## src/rtl/receive_queue_arbiter.sv

```systemverilog
// Receive queue write-port arbiter: burst-limited round-robin across request
// decoders, feeding a one-entry registered output stage.
package receive_queue_arbiter_pkg;
    typedef logic [15:0] receive_queue_data_t;
endpackage

module receive_queue_arbiter
    import receive_queue_arbiter_pkg::*;
#(
    parameter int NUM_SOURCES = 4,
    parameter int MAX_BURST   = 2,
    localparam int IDW        = (NUM_SOURCES > 2) ? $clog2(NUM_SOURCES) : 1,
    localparam int BW         = $clog2(MAX_BURST + 1)
) (
    input  logic                      clk,
    input  logic                      rst_n,
    input  logic                      flush,
    input  logic [NUM_SOURCES-1:0]    src_valid,
    output logic [NUM_SOURCES-1:0]    src_ready,
    input  receive_queue_data_t       src_data [NUM_SOURCES],
    output logic                      arbiter_receive_queue_valid,
    input  logic                      receive_queue_arbiter_ready,
    output receive_queue_data_t       arbiter_receive_queue_data,
    output logic [IDW-1:0]            grant_id
);

    logic [IDW-1:0]         owner_r;
    logic [BW-1:0]          burst_r;
    logic                   out_valid_r;
    receive_queue_data_t    out_data_r;
    logic [IDW-1:0]         grant_id_r;

    logic                   load_s;
    logic [NUM_SOURCES-1:0] owner_mask_s;
    logic                   others_s;
    logic                   keep_s;
    logic [IDW-1:0]         sel_s;
    logic                   found_s;
    logic [IDW:0]           cand_s;
    logic [NUM_SOURCES-1:0] ready_s;
    logic                   xfer_s;

    assign load_s       = ~out_valid_r | receive_queue_arbiter_ready;
    assign owner_mask_s = NUM_SOURCES'(1) << owner_r;
    assign others_s     = |(src_valid & ~owner_mask_s);
    assign keep_s       = src_valid[owner_r] & ((burst_r < BW'(MAX_BURST)) | ~others_s);

    // Source selection: stay with the owner or scan forward from owner+1 with wrap.
    always_comb begin
        sel_s   = owner_r;
        found_s = 1'b0;
        cand_s  = '0;
        if (keep_s) begin
            sel_s = owner_r;
        end else begin
            for (int i = 1; i < NUM_SOURCES; i++) begin
                cand_s = {1'b0, owner_r} + (IDW+1)'(i);
                if (cand_s >= (IDW+1)'(NUM_SOURCES)) begin
                    cand_s = cand_s - (IDW+1)'(NUM_SOURCES);
                end else begin
                    cand_s = cand_s;
                end
                if (!found_s && src_valid[cand_s[IDW-1:0]]) begin
                    sel_s   = cand_s[IDW-1:0];
                    found_s = 1'b1;
                end else begin
                    found_s = found_s;
                end
            end
        end
    end

    // One-hot ready to the selected source; suppressed in reset, flush and stall.
    always_comb begin
        ready_s = '0;
        if (rst_n && load_s && (|src_valid) && !flush) begin
            ready_s[sel_s] = 1'b1;
        end else begin
            ready_s = '0;
        end
    end

    assign xfer_s    = |(src_valid & ready_s);
    assign src_ready = ready_s;

    // Output stage and round-robin ownership state.
    always_ff @(posedge clk) begin
        if (!rst_n) begin
            out_valid_r <= 1'b0;
            out_data_r  <= '0;
            grant_id_r  <= '0;
            owner_r     <= '0;
            burst_r     <= '0;
        end else if (flush) begin
            out_valid_r <= 1'b0;
            owner_r     <= '0;
            burst_r     <= '0;
        end else if (xfer_s) begin
            out_valid_r <= 1'b1;
            out_data_r  <= src_data[sel_s];
            grant_id_r  <= sel_s;
            if (sel_s == owner_r) begin
                if (burst_r < BW'(MAX_BURST)) begin
                    burst_r <= burst_r + BW'(1);
                end else begin
                    burst_r <= BW'(MAX_BURST);
                end
            end else begin
                owner_r <= sel_s;
                burst_r <= BW'(1);
            end
        end else if (load_s) begin
            out_valid_r <= 1'b0;
        end else begin
            out_valid_r <= out_valid_r;
        end
    end

    assign arbiter_receive_queue_valid = out_valid_r;
    assign arbiter_receive_queue_data  = out_data_r;
    assign grant_id                    = grant_id_r;

endmodule
```

## config.mk

```make
export PLATFORM = sky130hd
export DESIGN_NAME = receive_queue_arbiter
export DESIGN_NICKNAME = d
export VERILOG_FILES = /design/src/rtl/receive_queue_arbiter.sv
export SDC_FILE = /design/constraint.sdc
export NUM_CORES = 1
export LEC_CHECK = 0
export CORE_ASPECT_RATIO = 0.7
export CORE_UTILIZATION = 35
export DETAILED_ROUTE_END_ITERATION = 8
export PLACE_DENSITY = 0.75
export SYNTH_ARGS = -nofsm -noshare
export SYNTH_HDL_FRONTEND = slang
export SYNTH_SLANG_ARGS = --single-unit
```

## constraint.sdc

```tcl
create_clock -name clk -period 2.95 [get_ports clk]
set_input_delay 0.59 -clock clk [delete_from_list [all_inputs] [get_ports clk]]
set_output_delay 0.59 -clock clk [all_outputs]
set_load 0.005 [all_outputs]
```

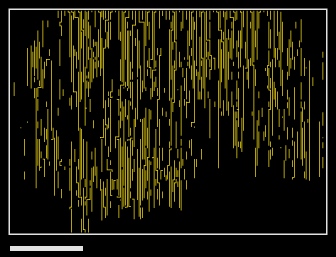
*Signal wires on met2*
The bar under the picture is 20 um long.
344 nets have wire on it. The layer carries 3090 um of wire. The wires run mostly vertical. The layer holds 49% of the routed length. The longest straight run is 32.6 um.

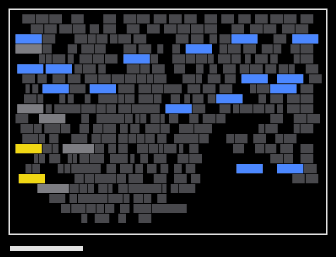
*Where the registers sit*
The bar under the picture is 20 um long.
burst_r: in yellow, placed flops 2. arbiter_receive_queue_data: in blue, placed flops 16.
Another 5 sequential cells are not coloured.

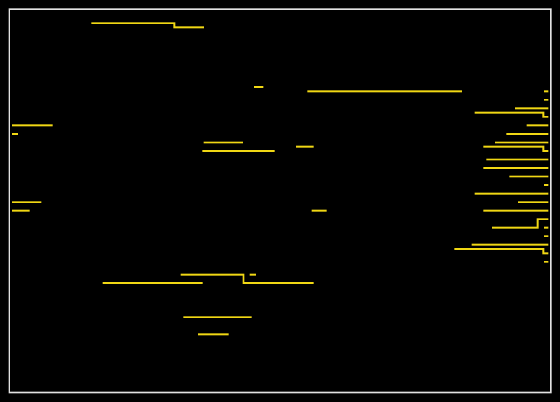
*The metal 3 layer*
The layer holds 4.3% of the routed length. The longest straight run is 24.4 um. The wires run mostly horizontal. 33 nets have wire on it.

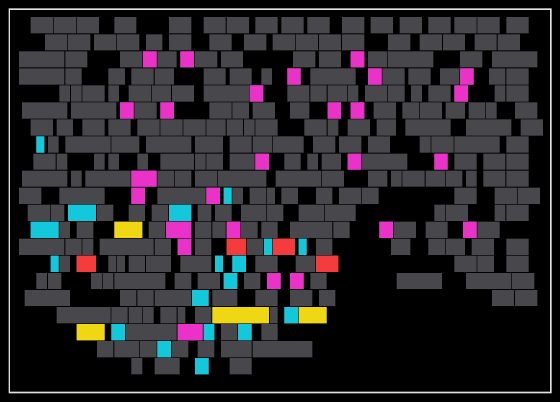
*Logic cells by family*
and/or cells: in magenta, cells 26. non-inverting ao/oa cells: in red, cells 4. nor cells: in cyan, cells 18. fa/ha/maj cells: in yellow, cells 4.
Commonest Layout Cell: clkdlybuf4s50_1
fin cells: 386
logic share of the area: 0.3953

==> results_slide.txt <==
Physical Implementation Snapshot

Synth
  • Largest cells by area after synthesis: dfxtp_1, mux2i_1, a221oi_1, and2_1, a211oi_1
  • Most frequent cells after synthesis: dfxtp_1, mux2i_1, and2_1, o21ai_0, a221oi_1
  • Dominant flop cell: dfxtp_1
  • Mean Syn Cell Area: 9.182 um^2
  • Post-synth EDFFs: 0

Timing
  • Final worst slack: -0.2490 ns
  • RSZ-0062 raised after global routing: yes
  • Min Tclk post-route: around 3.2 ns
  • Final setup violation count: 4

Clock tree
  • Late-Pin Clk Latency: 0.28 ns
  • CTS tree: built
  • CTS HTree Levels: 1
  • Cts hold-fix bufs: 0
  • CTS root buffer: clkbuf_8
  • Clock sinks: 23

Run status
  • Outcome: finished, violations left
  • Failing checks: negative setup slack

Power
  • Leak pwr: between 0.001 and 0.0015 uW
  • P_sw: ~270 uW
  • Switching part of the total: 0.2939

Floorplan
  • Core footprint: approximately 4800 um^2

Final layout
  • Final nets: ~400
  • Antenna Cells: 0

Min path
  • Worst hold path class: reg2reg
  • Hold Path Origin: arbiter_receive_queue_valid

Setup path
  • Worst EP required: approximately 2.4 ns
  • Critical path endpoint category: output port
  • Worst setup path class: in2out

Global route
  • Grt total ovfl: 0

Place
  • Place WS: -0.8263 ns
  • GP Congestion: around 0.80
  • Area after DPL: between 2000 and 3000 um^2
  • Dpl hpwl: roughly 4.7 mm

Detailed routing
  • DRT iter0 DRCs: between 90 and 100
  • Remaining DRCs: 0
cell type report:
cell class	instances	area, um^2	area share
timing repair buffer	138	1275	0.4081
tap	69	86.33	0.02763
clock inverter	1	5.005	0.001602
multi-input combinational	149	1235	0.3953
clock buffer	3	41.29	0.01322
inverter	3	13.76	0.004405
sequential	23	467.9	0.1498
repair_timing:
item | in CTS | in global routing
resized | 40 | 8
pin swaps | 10 | 7
buffers inserted | 9 | 1
setup endpoints to repair | 18 | 17
gates cloned | 0 | 0
metal layers:
layer / global-route usage / vias up / routed length [um]
li1: - / 999 / -
met1: 0.3366 / 992 / 2922
met2: 0.3957 / 42 / 3085
met3: 0.04626 / 7 / 270
met4: 0.05952 / 0 / 71
met5: 0 / - / 0
layout by cell type (no fill, tap or decap), drive strengths merged, types with 2 or more instances in the layout:
master	netlist	layout
nand2b	3	3
clkdlybuf4s50	0	86
nor3b	3	3
nor2	7	7
a221oi	17	17
nor2b	5	5
mux2i	22	22
clkdlybuf4s15	0	2
o311ai	2	2
buf	8	50
inv	3	3
nor3	2	2
and3	4	4
and2	19	19
ha	4	4
a211o	2	2
dfxtp	23	23
o21ai	19	19
clkbuf	6	3
a21oi	5	5
nand2	3	3
a211oi	17	17
mux4	2	2
registers in the layout, indices dropped and copies added (netlist names):
register and flops:
arbiter_receive_queue_data 16, arbiter_receive_queue_valid 1, burst_r 2, grant_id 2, owner_r 2
power groups by stage:
stage	Clock (uW)	Sequential [uW]	Combinational, uW
after global placement	0	346	335
after detailed placement	0	347	340
final	210	339	364
after CTS	215	339	359
after floorplan	0	349	145
after global routing	232	342	391
per-stage QoR:
stage / setup TNS, ns / total power [uW] / cells
2_1_floorplan: 0 / 494.1 / 189
3_3_place_gp: -7.904 / 681.6 / 374
3_5_place_dp: -9.712 / 687.4 / 374
4_1_cts: -0.7558 / 913.2 / 387
5_1_grt: -1.008 / 965.0 / 386
6_report: -0.8177 / 912.9 / 386
kinds of logic after synthesis:
logic type	Yosys count	share of synthesized area
AND-OR/OR-AND	70	0.3180
adder cells (fa/ha/maj)	4	0.02884
buffers and inverters	17	0.06272
flip-flops	23	0.2653
multiplexers	24	0.1528
AND/OR/NAND/NOR	51	0.1723
worst max-delay path, cell delays in order:
cell             delay (ns)
clkdlybuf4s15_2        0.20
mux4_2                 0.49
or4_4                  0.51
a211o_1                0.30
o211a_1                0.20
buf_6                  0.13
nor2_1                 0.07
buf_2                  0.13
worst paths after layout:
kind,cells past startpoint,end,slack (ns)
worst max register to register,11,arbiter_receive_queue_data[0],0.11
worst min-delay path,2,arbiter_receive_queue_valid,0.51
worst max-delay path,8,src_ready[3],-0.25
worst min register to register,2,arbiter_receive_queue_valid,0.51
Power and IR drop assume default switching activity.
